registers.png
Other sequential cells in the stronger grey, the rest of the logic in the fainter grey.
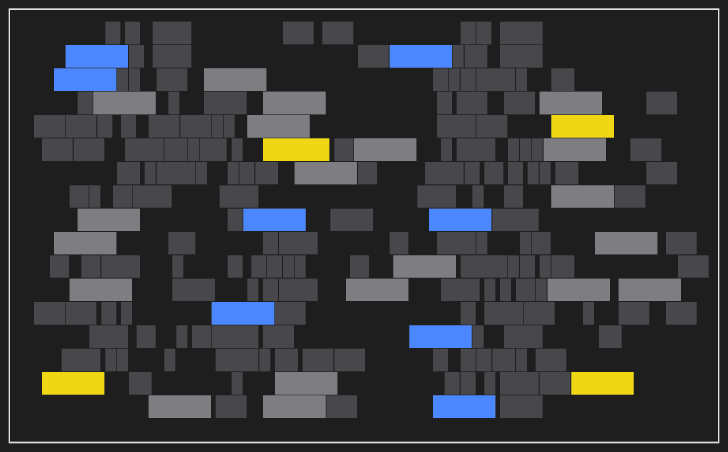
final_clocks.png
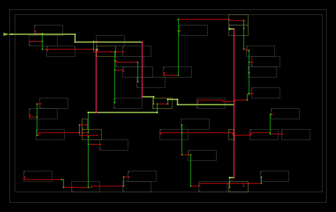
--- config.mk ---
export PLATFORM = sky130hd
export DESIGN_NAME = slpf_multi
export DESIGN_NICKNAME = d
export VERILOG_FILES = /design/src/rtl/slpf_pkg.sv /design/src/rtl/slpf_chan.sv /design/src/rtl/slpf_multi.sv
export SDC_FILE = /design/constraint.sdc
export NUM_CORES = 1
export LEC_CHECK = 0
export CAP_MARGIN = 20
export CORE_ASPECT_RATIO = 0.6
export CORE_UTILIZATION = 40
export DETAILED_ROUTE_END_ITERATION = 10
export PLACE_DENSITY_LB_ADDON = 0.1
export RECOVER_POWER = 50
export SYNTH_ARGS = -nofsm -noshare
export SYNTH_HDL_FRONTEND = slang
export SYNTH_HIERARCHICAL = 1
export SYNTH_SLANG_ARGS = --single-unit
--- constraint.sdc ---
create_clock -name clk -period 1.7 [get_ports clk]
set_input_delay 0.34 -clock clk [delete_from_list [all_inputs] [get_ports clk]]
set_output_delay 0.34 -clock clk [all_outputs]
set_load 0.01 [all_outputs]
--- src/rtl/slpf_pkg.sv ---
// slpf_pkg: shared constants, the counter-width helper and the per-cycle
// channel action type used by the slpf_multi glitch filter / debouncer.
package slpf_pkg;

    localparam int MODE_STRICT    = 0;  // rising edge filtered, fall immediate
    localparam int MODE_SYMMETRIC = 1;  // both edges filtered
    localparam int SLPF_MAX_DEPTH = 255;

    // Width of a counter that must hold 0 .. depth.
    function automatic int slpf_cnt_w(input int depth);
        return $clog2(depth + 1);
    endfunction

    // What a channel does on a given clock, in decreasing priority.
    typedef enum logic [2:0] {
        ACT_HOLD,      // sample agrees with output, nothing pending
        ACT_FALL_NOW,  // STRICT: any low sample drops a high output at once
        ACT_COMMIT,    // pending level has been seen DEPTH times, take it
        ACT_COUNT,     // pending level seen again, keep counting
        ACT_ABANDON    // pending level went away before DEPTH, report glitch
    } slpf_act_e;

endpackage

--- src/rtl/slpf_chan.sv ---
// slpf_chan: one filter channel -- optional synchroniser chain, qualification
// counter, registered output level and registered rise/fall/glitch pulses.
//
// Ports:
//   clk    - system clock, all state on the rising edge
//   nrst   - synchronous active-low reset
//   din    - raw, possibly asynchronous, input
//   out    - filtered level (flop)
//   rise   - one-clock pulse when out goes 0->1 (flop)
//   fall   - one-clock pulse when out goes 1->0 (flop)
//   glitch - one-clock pulse when a pending transition is abandoned (flop)
module slpf_chan
    import slpf_pkg::*;
#(
    parameter int DEPTH       = 3,
    parameter int SYNC_STAGES = 2,
    parameter int MODE        = MODE_STRICT,
    parameter bit RESET_VAL   = 1'b0
) (
    input  logic clk,
    input  logic nrst,
    input  logic din,
    output logic out,
    output logic rise,
    output logic fall,
    output logic glitch
);

    localparam int            CW       = slpf_cnt_w(DEPTH);
    localparam logic [CW-1:0] CNT_LAST = CW'(DEPTH - 1);

    logic s;  // synchronised sample seen by the filter

    generate
        if (SYNC_STAGES == 0) begin : g_nosync
            assign s = din;
        end else begin : g_sync
            logic [SYNC_STAGES-1:0] sync_q;
            logic [SYNC_STAGES-1:0] sync_d;

            // NOTE: every combinational output gets a default before any
            // conditional logic, so no path leaves it unassigned (no latch).
            always_comb begin
                sync_d[0] = din;
                for (int k = 1; k < SYNC_STAGES; k++) begin
                    sync_d[k] = sync_q[k-1];
                end
            end

            // NOTE: state is updated with non-blocking assignments so all
            // flops sample their inputs from before the edge, like hardware.
            always_ff @(posedge clk) begin
                if (!nrst) begin
                    sync_q <= {SYNC_STAGES{RESET_VAL}};
                end else begin
                    sync_q <= sync_d;
                end
            end

            assign s = sync_q[SYNC_STAGES-1];
        end
    endgenerate

    logic [CW-1:0] cnt_q, cnt_d;
    logic          out_q, out_d;
    logic          rise_q, rise_d;
    logic          fall_q, fall_d;
    logic          glitch_q, glitch_d;
    slpf_act_e     act;

    // Classify the cycle. cnt never exceeds DEPTH-1, so "not the last count"
    // is the same as "below DEPTH-1".
    always_comb begin
        act = ACT_HOLD;
        if (MODE == MODE_STRICT && out_q && !s) begin
            act = ACT_FALL_NOW;
        end else if (s != out_q) begin
            act = (cnt_q == CNT_LAST) ? ACT_COMMIT : ACT_COUNT;
        end else if (cnt_q != '0) begin
            act = ACT_ABANDON;
        end
    end

    always_comb begin
        cnt_d    = cnt_q;
        out_d    = out_q;
        rise_d   = 1'b0;
        fall_d   = 1'b0;
        glitch_d = 1'b0;
        unique case (act)
            ACT_FALL_NOW: begin
                out_d  = 1'b0;
                fall_d = 1'b1;
                cnt_d  = '0;
            end
            ACT_COMMIT: begin
                out_d  = s;
                rise_d = s;
                fall_d = !s;
                cnt_d  = '0;
            end
            ACT_COUNT: begin
                cnt_d = cnt_q + CW'(1);
            end
            ACT_ABANDON: begin
                cnt_d    = '0;
                glitch_d = 1'b1;
            end
            default: begin
            end
        endcase
    end

    always_ff @(posedge clk) begin
        if (!nrst) begin
            cnt_q    <= '0;
            out_q    <= RESET_VAL;
            rise_q   <= 1'b0;
            fall_q   <= 1'b0;
            glitch_q <= 1'b0;
        end else begin
            cnt_q    <= cnt_d;
            out_q    <= out_d;
            rise_q   <= rise_d;
            fall_q   <= fall_d;
            glitch_q <= glitch_d;
        end
    end

    assign out    = out_q;
    assign rise   = rise_q;
    assign fall   = fall_q;
    assign glitch = glitch_q;

endmodule

--- src/rtl/slpf_multi.sv ---
// slpf_multi: WIDTH independent glitch filter / debouncer channels for noisy
// inputs. Each channel is synchronised and must hold a new level for DEPTH
// consecutive clocks before its output follows (STRICT mode: falls are
// immediate). Edge and glitch pulses are reported per channel.
//
// Ports:
//   clk    - system clock
//   nrst   - synchronous active-low reset
//   in     - [WIDTH] raw inputs
//   out    - [WIDTH] filtered levels (registered)
//   rise   - [WIDTH] one-clock pulse when out[i] goes 0->1
//   fall   - [WIDTH] one-clock pulse when out[i] goes 1->0
//   glitch - [WIDTH] one-clock pulse when a pending change is abandoned
module slpf_multi
    import slpf_pkg::*;
#(
    parameter int WIDTH       = 4,
    parameter int DEPTH       = 3,
    parameter int SYNC_STAGES = 2,
    parameter int MODE        = MODE_STRICT,
    parameter bit RESET_VAL   = 1'b0
) (
    input  logic             clk,
    input  logic             nrst,
    input  logic [WIDTH-1:0] in,
    output logic [WIDTH-1:0] out,
    output logic [WIDTH-1:0] rise,
    output logic [WIDTH-1:0] fall,
    output logic [WIDTH-1:0] glitch
);

    generate
        if (WIDTH < 1 || WIDTH > 16 ||
            DEPTH < 1 || DEPTH > SLPF_MAX_DEPTH ||
            SYNC_STAGES < 0 || SYNC_STAGES > 3 ||
            (MODE != MODE_STRICT && MODE != MODE_SYMMETRIC)) begin : g_bad_param
            $error("slpf_multi: parameter out of range");
        end
    endgenerate

    for (genvar i = 0; i < WIDTH; i++) begin : g_chan
        slpf_chan #(
            .DEPTH      (DEPTH),
            .SYNC_STAGES(SYNC_STAGES),
            .MODE       (MODE),
            .RESET_VAL  (RESET_VAL)
        ) u_chan (
            .clk   (clk),
            .nrst  (nrst),
            .din   (in[i]),
            .out   (out[i]),
            .rise  (rise[i]),
            .fall  (fall[i]),
            .glitch(glitch[i])
        );
    end

endmodule

==> run summary <==
P per Cell Area -> 776 nW/um2
Cell type with the largest total area -> dfxtp_1
CTS clk-pin slew, worst paths -> 60 ps
Post-Syn Area per Cell -> 9.71 um2
Final setup violating endpoints -> 0
Met2 WL post-DR -> 1230 um
Ys cells -> 160
Setup TNS -> 0 ps
Power share of the sequential group -> 0.517
Netlist cell types -> 18
M1 WL -> 1380 um
Switching Share -> 0.230
Initial DRT Pass Iterations -> 4
Hold Violations, Final -> 0
Hold Crit Start -> g_chan[3].u_chan/g_sync.sync_q[0]
Cells after Synth -> 160
Gr busiest metal -> met2
CP arrival -> 1290 ps
Nets -> 218
Total gr overflow -> 0
Die X -> 82.5 um
Cts repair resizes -> 0
Max Freq -> 0.615 GHz
Worst slew pin tran -> 330 ps
Top layer in use -> met4
Critical Path Start Type -> flop
Crit path cell chain -> buf_4 -> clkdlybuf4s50_1
Min-Delay Path Depth -> 1
Slew Viols, Final -> 0
Place WS -> 69.8 ps
Max Root-Sink Buffers -> 2
Crit path largest cell delay -> 530 ps
RR Startpoint -> g_chan[2].u_chan/out
Post-layout period usage -> 0.957
Post-Place Cell Area -> 1850 um2
Max-cap check violation count -> 0
Combinational Power Share -> 0.076
# hold bufs at CTS -> 0
Final wirelength -> 2810 um
Ports -> 22
CTS Root Cell -> clkbuf_8
Core area -> 3700 um2
Tally of OpenROAD warnings -> 38
Placer's final routability congestion estimate -> 0.808
Hold Path Sink -> g_chan[3].u_chan/g_sync.sync_q[1]
CP Buf/Inv Count -> 2
Seq share, synth -> 0.412
Unrepaired setup endpoints after global routing -> no
Final min period -> 1630 ps
Netlist Area Pre-Place -> 1550 um2
Worst min path class -> flop to flop
Clock power frac -> 0.407
Worst setup EP type -> output pin
Outcome -> completed
Critical path class -> flop to output pin
Post-Synthesis Net Count -> 186
R2R Path End -> g_chan[2].u_chan/cnt_q[0]
First-pass GRT wire length -> 4700 um
Via count -> 1169
Internal power -> 1.14 mW
Register-to-Register Path Depth -> 5
Rel. slew slack -> 0.774
Layout cells sized above 1 -> 0.104
Number of synthesis warnings -> 6
GRT met1 Usage -> 0.195
Wire per inst -> 11.7 um
Initial antenna violation count -> 0
Diode count -> 0
Vias in the first global route -> 1092
Area Overhead vs Synth -> 23.2%
CP Launch Point -> g_chan[1].u_chan/out
Met3 routed WL -> 136 um
# placed instances -> 232
WHS -> 430 ps
Static Leak -> 0.752 nW
Row cnt -> 17
Top delay family on crit path -> buffers and inverters
Worst IR Drop VDD -> 408 uV
Max FO, Critical Path -> 4
Largest net degree at the start of global routing -> 15
Die Y -> 50.3 um
Reg2reg setup slack -> 120 ps
Filler cells -> 357
Pre-Place Util -> 0.420
Area leader share -> 0.412
CTS tree -> built
Postcts setup bufs -> 0
Final instance area -> 1910 um2
Back to the opening pictures, registers.png:
[blue] `g_chan.u_chan/cnt_q` | sequential cells: 8
[yellow] `g_chan.u_chan/out` | sequential cells: 4
seq pwr: 0.768 mW
Seq/total area: 0.335
Final Util: 0.517
Flop area: 642 um2

Back to the opening pictures, final_clocks.png:
sink count of the clock tree: 32
clock buffers: 8
total CTS buffers: 5

## state kept, by name (all words and copies together), names as in the netlist
register	flops
g_chan.u_chan/cnt_q	8
g_chan.u_chan/g_sync.sync_q	8
g_chan.u_chan/fall	4
g_chan.u_chan/glitch	4
g_chan.u_chan/out	4
g_chan.u_chan/rise	4
## layout by cell type (no fill, tap or decap), drive strengths merged
master and count:
a21oi 8, and2 8, buf 3, clkbuf 9, clkdlybuf4s25 1, clkdlybuf4s50 15, dfxtp 32, dlygate4sd3 5
ha 20, inv 28, mux2i 4, nand2b 4, nand3 12, nor2 12, nor4 4, o2111ai 4
o21ai 8, o21ba 4, o21bai 8, or4b 4
## area by class of cell
cell class,count,area [um2],share of cell area
multi-input combinational,100,782,0.408
sequential,32,642,0.335
timing repair buffer,25,236,0.124
inverter,28,105,0.0549
clock buffer,8,90.1,0.0471
tap,47,58.8,0.0307
## power by group through the flow
stage	sequential [mW]	clock (mW)	combinational, mW
final	0.768	0.605	0.113
after global routing	0.769	0.659	0.125
after CTS	0.768	0.626	0.118
after detailed placement	0.784	0	0.118
after global placement	0.784	0	0.113
after floorplan	0.785	0	0.0738
## Yosys cell counts
cell and n:
dfxtp_1 32, inv_1 28, ha_1 20, nand3_1 12
nor2_1 12, a21oi_1 8, and2_1 8, o21ai_0 8
o21bai_1 8, mux2i_1 4, nor4_2 4, o21ba_2 4
nand2b_1 3, o2111ai_2 3, or4b_4 3, nand2b_2 1
o2111ai_1 1, or4b_1 1
## logic make-up after synthesis
| family | Yosys count | synth area share |
|---|---|---|
| multiplexers | 4 | 0.0258 |
| AND-OR/OR-AND | 32 | 0.151 |
| AND/OR/NAND/NOR | 44 | 0.183 |
| buffers and inverters | 28 | 0.0676 |
| adder cells (fa/ha/maj) | 20 | 0.161 |
| flip-flops | 32 | 0.412 |
Power and IR drop assume default switching activity.
